==> config.mk <==
export PLATFORM = sky130hd
export DESIGN_NAME = psum_normalizer
export DESIGN_NICKNAME = d
export VERILOG_FILES = /design/src/rtl/psum_normalizer.sv
export SDC_FILE = /design/constraint.sdc
export NUM_CORES = 1
export LEC_CHECK = 0
export ABC_CLOCK_PERIOD_IN_PS = 5580
export CAP_MARGIN = 20
export CORE_MARGIN = 1
export CORE_UTILIZATION = 40
export CTS_BUF_LIST = sky130_fd_sc_hd__clkbuf_8
export CTS_CLUSTER_DIAMETER = 40
export CTS_CLUSTER_SIZE = 28
export DETAILED_ROUTE_END_ITERATION = 7
export GPL_TIMING_DRIVEN = 1
export PLACE_DENSITY = 0.63
export SYNTH_ARGS = -nofsm -noshare
export SYNTH_HDL_FRONTEND = slang
export SYNTH_SLANG_ARGS = --single-unit
==> constraint.sdc <==
create_clock -name i_clk -period 5.58 [get_ports i_clk]
set_input_delay 1.116 -clock i_clk [delete_from_list [all_inputs] [get_ports i_clk]]
set_output_delay 1.116 -clock i_clk [all_outputs]
set_load 0.03 [all_outputs]
==> images/layer_met1.png <==
Supply wires on this layer in gray.
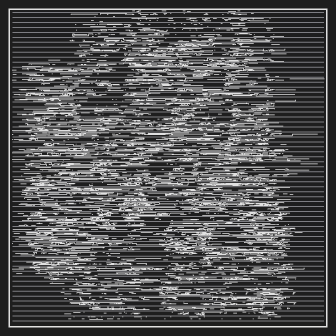
nets with wire on the layer: 1537
main direction: horizontal
met1 Use GR: 0.295
Routed WL: 32900 um
via count: 10300

==> images/layer_met2.png <==
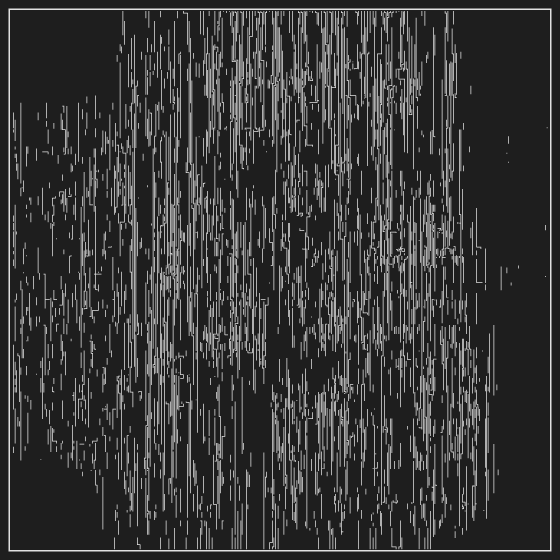
main direction: vertical
share of all routed wire: 46%
met2 Usage GRT: 0.343

==> run summary <==
run metrics: FP Core Util=0.406, DRC Markers=0, CTS clk-pin slew, worst paths=80 ps, YS chip area=11700 um^2, EDFF count, synth=0, most common cell after layout, fill and taps aside=dfxtp_1, first-pass GRT wire length=52400 um, area of the mapped netlist=11700 um^2, Synth area leader=dfxtp_1, wire length per cell=17.3 um, Post-synth top cells=dfxtp_1, nand2_1, o21ai_0, logic area=6540 um^2, CORE AREA=28700 um^2, fillcell total=2704, hold_buf cts=0, FF-to-FF path depth=21, Tapcells=384, standard-cell rows=62, Flops=231, Critical Path Start Type=flip-flop, Final GP Congestion=0.949, maximum clock insertion buffer count=3, largest net degree at the start of global routing=102, signal buffers share of area=0.143, clk root buf=clkbuf_8, DP Area=13900 um^2, total power=4660 uW, Yosys Instances=1328, grt total ovfl=0, Final Cell Area=14900 um^2, Hold WS=470 ps, hold depth=2, # resized after CTS=0, most used routing layer=met2, Tightest Pin Transition=1060 ps, final worst-path cycle share=0.946, final std cells w/o fill=1904, pwr dens=313 nW/um^2, highest clock rate=189 MHz, Synth Flop Type=dfxtp_1, Peak VDD IR=165 uV, CP Capture Type=flip-flop, Seq/total area=0.311, Signal inverters=36, most frequent cells in the layout=dfxtp_1, clkdlybuf4s50_1, nand2_1, o21ai_0, nand2b_1, largest stage delay on the critical path=500 ps, clock buffer count=46, clk_lat worst skew=540 ps, Yosys top cell area share=0.397, DIE AREA=29800 um^2, vias per std cell=5.42, min cycle time layout=5280 ps, ys async rst share=0, tool warning count=36, dpl ws=135 ps, Mean Syn Cell Area=8.78 um^2, Clock H-tree levels=2, Inserted Clock Buffers=40, antenna cells=0, # port buffers=186, antenna viol nets, final=0, max reg flops=96, ClkCell Share=0.0642, Worst path depth=21, Tot GR Track Use=0.215, CP Cell Sequence=mux4_2 -> mux2i_1 -> ha_2 -> inv_1 -> o311ai_4 -> a31oi_1 -> xnor2_1 -> nor2_1 -> a211oi_1 -> o31ai_2 -> o21a_1 -> ha_1 -> nor2b_1 -> o21ai_0 -> a21boi_1 -> o31ai_2 -> a21o_1 -> o31a_4 -> o311ai_4 -> a21o_1 -> a221o_1, status=finished, final reports clean, net count after synthesis=1481, Yosys reg bits=231, GR Util met3=0.0328, detailed router's first-iteration violation count=821, post-CTS setup buffers=0, fraction of area in multi-input gates=0.440, Synth Warn #=0, Slowest-stage cell, CP=mux4_2, r2r setup slk=300 ps, Die Width=173 um, Clock Skew=37.4 ps, crit-path max FO=8, final layout net count=1648, Post-Synthesis Cells=1328, cell with the most instances after synthesis=dfxtp_1, share of post-route cells with drive strength above 1=0.109, Pleak=0.00563 uW, drt pass-1 iters=7, setup_tns=0 ps, Top class by area=multi-input combinational cells, Sink Count=231, Register Area=4630 um^2, final core occ=0.518, sequential area share after synthesis=0.397, dpl cells=1837, hpwl dp=23300 um, vias in the first global route=9835, initial antenna violation count=0, synth top area cells=dfxtp_1, o21ai_0, nand2_1, nand2b_1, a221o_1, Non-Clock Buffer Count=218, die height=173 um, cell family with most CP delay=AND-OR/OR-AND gates, MaxCap Viol Count=0, hold crit path type=reg -> reg, Ports=187, # setup viols final=0, Setup CP Type=reg -> reg, WP buf/inv=1, Slew Viols, Final=0, CP required=6060 ps, Worst Slack Setup Final=299 ps, Slew HR=0.295, Critical Path AT=5760 ps, TritonCTS clock tree=done, multi-input gates=968, Final Hold Vio Count=0, synthesis-to-finish area growth=27.6%, Distinct lib cells used=78
power by group:
part           switching [uW]  internal (uW)
combinational             577            441
sequential               66.1           1730
clock                     741           1100
logic make-up (layout without fill, tap and decap cells):
kind of cell / count (synthesis) / after routing / synth area share
AND/OR/NAND/NOR: 474 / 474 / 0.203
multiplexers: 54 / 54 / 0.0750
AND-OR/OR-AND: 386 / 386 / 0.228
XOR/XNOR: 21 / 21 / 0.0158
flip-flops: 231 / 231 / 0.397
adder cells (fa/ha/maj): 33 / 33 / 0.0361
buffers and inverters: 129 / 321 / 0.0455
per-layer routing:
metal,vias up,part of all wire
li1,5114,-
met1,4855,0.46
met2,291,0.46
met3,53,0.050
met4,0,0.029
met5,-,0
Power figures rest on the tool's default switching activity, not on a simulated workload.
